**Clock routing**

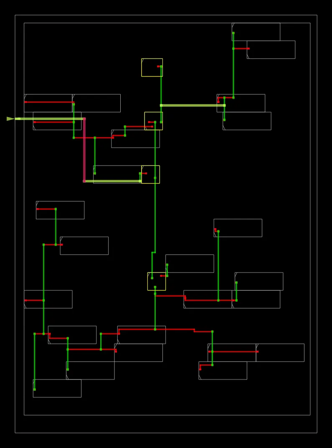
**Signal wires on met2**

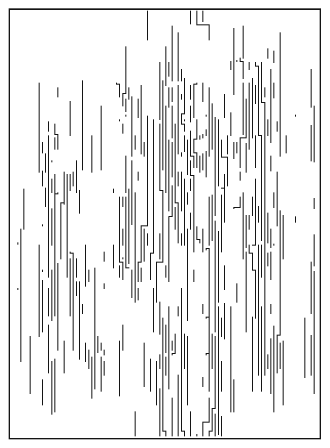
**Cell classes on the final placement**

The bar under the picture is 10 um long. Fill, decap, tap and diode cells in grey.
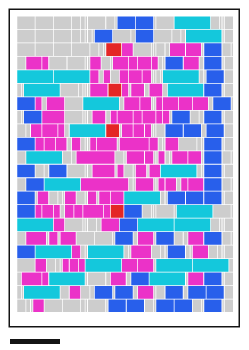
**Logic cells by family**

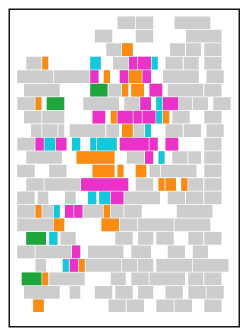
**Drive-strength map**

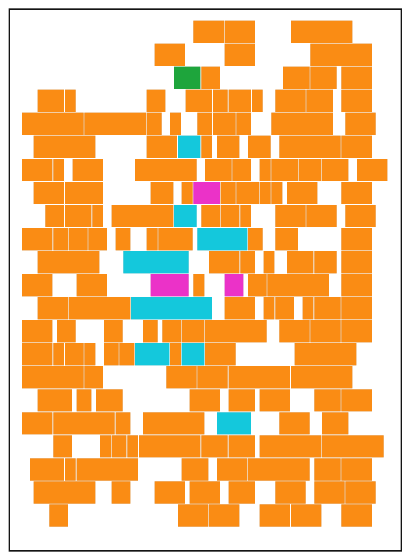
==> config.mk <==
export PLATFORM = sky130hd
export DESIGN_NAME = flow_ctrl_fsm_param
export DESIGN_NICKNAME = d
export VERILOG_FILES = /design/src/rtl/flow_ctrl_fsm_param.sv
export SDC_FILE = /design/constraint.sdc
export NUM_CORES = 1
export LEC_CHECK = 0
export CAP_MARGIN = 30
export CORE_ASPECT_RATIO = 1.4
export CORE_UTILIZATION = 46
export CTS_CLUSTER_DIAMETER = 120
export DETAILED_ROUTE_END_ITERATION = 10
export PLACE_DENSITY = 0.84
export SKIP_CTS_REPAIR_TIMING = 1
export SLEW_MARGIN = 30
export SYNTH_ARGS = -nofsm -noshare
export SYNTH_HDL_FRONTEND = slang
export SYNTH_SLANG_ARGS = --single-unit
==> constraint.sdc <==
create_clock -name clk -period 6.54 [get_ports clk]
set_clock_uncertainty 0.1 [all_clocks]
set_input_delay 1.962 -clock clk [delete_from_list [all_inputs] [get_ports clk]]
set_output_delay 1.962 -clock clk [all_outputs]
set_load 0.01 [all_outputs]
==> summary.rpt <==
IMPLEMENTATION SUMMARY REPORT
----------------------------------------------------
[Yosys]
  Post-synth EDFFs ........................ 0
  Share of synthesized registers carrying an async set or reset ........................ 0
  Most frequent cells after synthesis ........................ sky130_fd_sc_hd__dfxtp_1 (25), sky130_fd_sc_hd__a22o_1 (13), sky130_fd_sc_hd__nor2_1 (13)
  Post-Syn Instances ........................ 133
  Mean cell area of the mapped netlist ........................ 9.43 um^2
  Fraction of synthesized cell area taken by the top area cell type ........................ 0.399
  Most frequently used cell type in the post-synthesis netlist ........................ sky130_fd_sc_hd__dfxtp_1
  Chip Area, Yosys ........................ 1250 um^2
  Floorplan net count ........................ 159
  Flops after synth ........................ 25
  Commonest flop ........................ sky130_fd_sc_hd__dfxtp_1
  Post-synthesis cell count from yosys ........................ 133
  Sequential area share after synthesis ........................ 0.399
  Netlist area before placement ........................ 1250 um^2
  Post-synth area hogs ........................ sky130_fd_sc_hd__dfxtp_1 (40%), sky130_fd_sc_hd__a22o_1 (9.1%), sky130_fd_sc_hd__nor2_1 (3.9%)
  Yosys top cell by area ........................ sky130_fd_sc_hd__dfxtp_1
  Number of warnings issued by yosys ........................ 0
  Number of distinct standard cells referenced by the synthesized netlist ........................ 44

[Clock network]
  Level count of the clock H-tree ........................ 1
  TritonCTS sink count ........................ 25
  Clock tree root driver cell ........................ sky130_fd_sc_hd__clkbuf_4
  Number of clock buffers inserted by TritonCTS ........................ 3
  CTS tree ........................ done
  Longest Clk Path Bufs ........................ 2
  Clock transition at the register clock pins on the worst setup and hold paths after CTS ........................ 0.15 ns

[Global routing]
  Sum of overflow across all layers after global routing ........................ 0
  Global-route wire length before repair ........................ 5.13 mm
  Overall Global Routing Usage ........................ 0.230
  Number of global-route vias before repair ........................ 1,168
  Maximum number of pins on one net before global-route repair ........................ 19
  Initial antenna violation count ........................ 0

[Die]
  Area of the die ........................ 2940 um^2
  Initial core utilization ........................ 0.479
  Die Height ........................ 63.8 um
  IO Pins ........................ 50
  CORE AREA ........................ 2620 um^2
  Die x size ........................ 46.1 um

[Power]
  Leakage power ........................ 0.000632 uW
  Worst IR Drop VDD ........................ 172 uV
  PD cells ........................ 172 nW/um^2

[Critical path]
  Critical path arrival ........................ 4.60 ns
  Category of the most critical setup path ........................ in -> reg
  Critical path data required time ........................ 6.72 ns
  Worst Setup End Kind ........................ flip-flop
  Setup slack on the worst flop-to-flop path ........................ 3.94 ns
  Type of origin of the critical path ........................ input port
  Critical path fanouts, max ........................ 6
  Number of cells on the worst reg-to-reg path ........................ 7

[Final layout]
  Footprint of the flip-flops and latches ........................ 500 um^2
  Fraction of final layout cells with drive strength greater than 1 ........................ 0.0667
  Max reg flops ........................ 8
  Most instantiated logic cells after routing ........................ sky130_fd_sc_hd__clkdlybuf4s50_1 (49), sky130_fd_sc_hd__dfxtp_1 (25), sky130_fd_sc_hd__nor2_1 (13), sky130_fd_sc_hd__a22o_1 (13), sky130_fd_sc_hd__nand2_1 (8)
  Area used by multi-input combinational logic ........................ 727 um^2
  Fill cells ........................ 208
  Number of antenna diodes ........................ 0
  Net total in the final layout ........................ 207

[Min path]
  Path type of the worst min-delay path ........................ reg -> reg
  Hold-critical path depth ........................ 2

[STA]
  Setup repair after global routing missed its margin ........................ no
  Highest Clock Rate ........................ 0.226 GHz
  Final period demand of the worst path ........................ 4.42 ns
  Total setup violations reported at the end of the flow ........................ 0
  Ratio of final minimum period to clock period ........................ 0.676
  Headroom to the max-slew limit ........................ 0.510
  Setup TNS ........................ 0 ns
  Worst-Margin Slew ........................ 0.725 ns
  Hold Violations, Final ........................ 0
  Max-slew violation count ........................ 0

[Detailed routing]
  Violation count after the first detailed-route iteration ........................ 25
  DRC viols ........................ 0
  WL/cell ........................ 14.9 um
  Total wire length ........................ 3.21 mm
  DR pass1 iterations ........................ 4

[Place]
  PortBufs ........................ 49
  Last weighted congestion value of the routability-driven placer ........................ 0.837
  Half-perimeter wire length after detailed placement ........................ 2.46 mm

[Run status]
  Outcome ........................ finished clean

[Flow run]
  Max Cap Viol ........................ 0
  Warning total across the stage logs ........................ 26

----------------------------------------------------
-- 'clock routing' (at the start) --
clock network power consumption: 73.5 uW
clk ins delay skew pair: 0.33 ns

-- 'signal wires on met2' (at the start) --
nets with wire on the layer: 185
share of all routed wire: 52%
longest straight run: 40.6 um
wire length on this layer: 1,680 um
main direction: vertical
fraction of met2 tracks used by global routing: 0.414
total via count after detailed routing: 1,239

-- 'cell classes on the final placement' (at the start) --
| colour | class | cells | share of their area |
|---|---|---|---|
| magenta | remaining logic cells | 102 | 42% |
| red | clock drivers and dummy loads | 4 | 1.8% |
| cyan | registers | 25 | 29% |
| blue | remaining buffers and delay cells | 49 | 28% |
post-route design area: 1800 um^2
standard-cell row count: 22
utilization after layout: 0.688

-- 'logic cells by family' (at the start) --
| colour | family | cells |
|---|---|---|
| cyan | nand cells | 15 |
| green | mux cells | 4 |
| orange | nor cells | 24 |
| magenta | aoi and oai cells | 24 |
most frequent standard cell in the layout excluding fill and tap cells: sky130_fd_sc_hd__clkdlybuf4s50_1
final instance count without filler cells: 216
multi-input gate share of the layout cell area: 0.404

-- 'drive-strength map' (at the start) --
| colour | size | cells | share |
|---|---|---|---|
| magenta | x2 | 3 | 1.7% |
| orange | x1 and smaller | 168 | 93% |
| green | x6 and larger | 1 | 0.56% |
| cyan | x3 and x4 | 8 | 4.4% |
worst setup slack after layout: 2.12 ns
Repair and plain buffers: 49
area growth from synthesis to layout: 43.4%

## worst max-delay path, stage by stage
cell,delay (ns)
sky130_fd_sc_hd__clkdlybuf4s50_1,0.42
sky130_fd_sc_hd__or4_4,0.58
sky130_fd_sc_hd__nor2_2,0.16
sky130_fd_sc_hd__or4b_1,0.52
sky130_fd_sc_hd__a21oi_4,0.26
sky130_fd_sc_hd__nor4_2,0.10
sky130_fd_sc_hd__a311oi_4,0.39
sky130_fd_sc_hd__a22o_1,0.21
## logic make-up after synthesis
| logic type | count (synthesis) | share of synthesized area |
|---|---|---|
| AND-OR/OR-AND | 39 | 0.248 |
| XOR/XNOR | 2 | 0.0140 |
| adder cells (fa/ha/maj) | 1 | 0.00998 |
| buffers and inverters | 7 | 0.0210 |
| flip-flops | 25 | 0.399 |
| multiplexers | 4 | 0.0339 |
| AND/OR/NAND/NOR | 55 | 0.274 |
## where the power goes
group	switching, uW	internal, uW	leakage, uW
combinational	35.2	37.0	0.000411
sequential	6.64	158	0.000202
clock	48.6	24.9	0.0000183
## metrics by stage
stage | hold slack, ns | instances | power (uW) | worst slack (ns) | area, um^2
floorplan | 0.395 | 133 | 206 | 2.40 | 1250
global placement | 0.364 | 212 | 238 | 1.86 | 1770
detailed placement | 0.363 | 212 | 239 | 1.80 | 1770
CTS | 0.390 | 216 | 314 | 2.16 | 1800
global route | 0.398 | 216 | 328 | 2.04 | 1800
finish | 0.389 | 216 | 310 | 2.12 | 1800
## per-layer routing
metal  GRT usage  share of wire
met1       0.256           0.38
met2       0.414           0.52
met3      0.0395          0.075
met4      0.0809          0.021
met5           0              0
## final cells by class
class,count,area share
Timing Repair Buffer,49,0.273
Multi-Input combinational cell,101,0.404
Clock inverter,1,0.00487
Sequential cell,25,0.278
Clock buffer,3,0.0125
Tap cell,36,0.0251
Inverter,1,0.00209
No activity file was given, so power comes from the tool's default toggle rates.
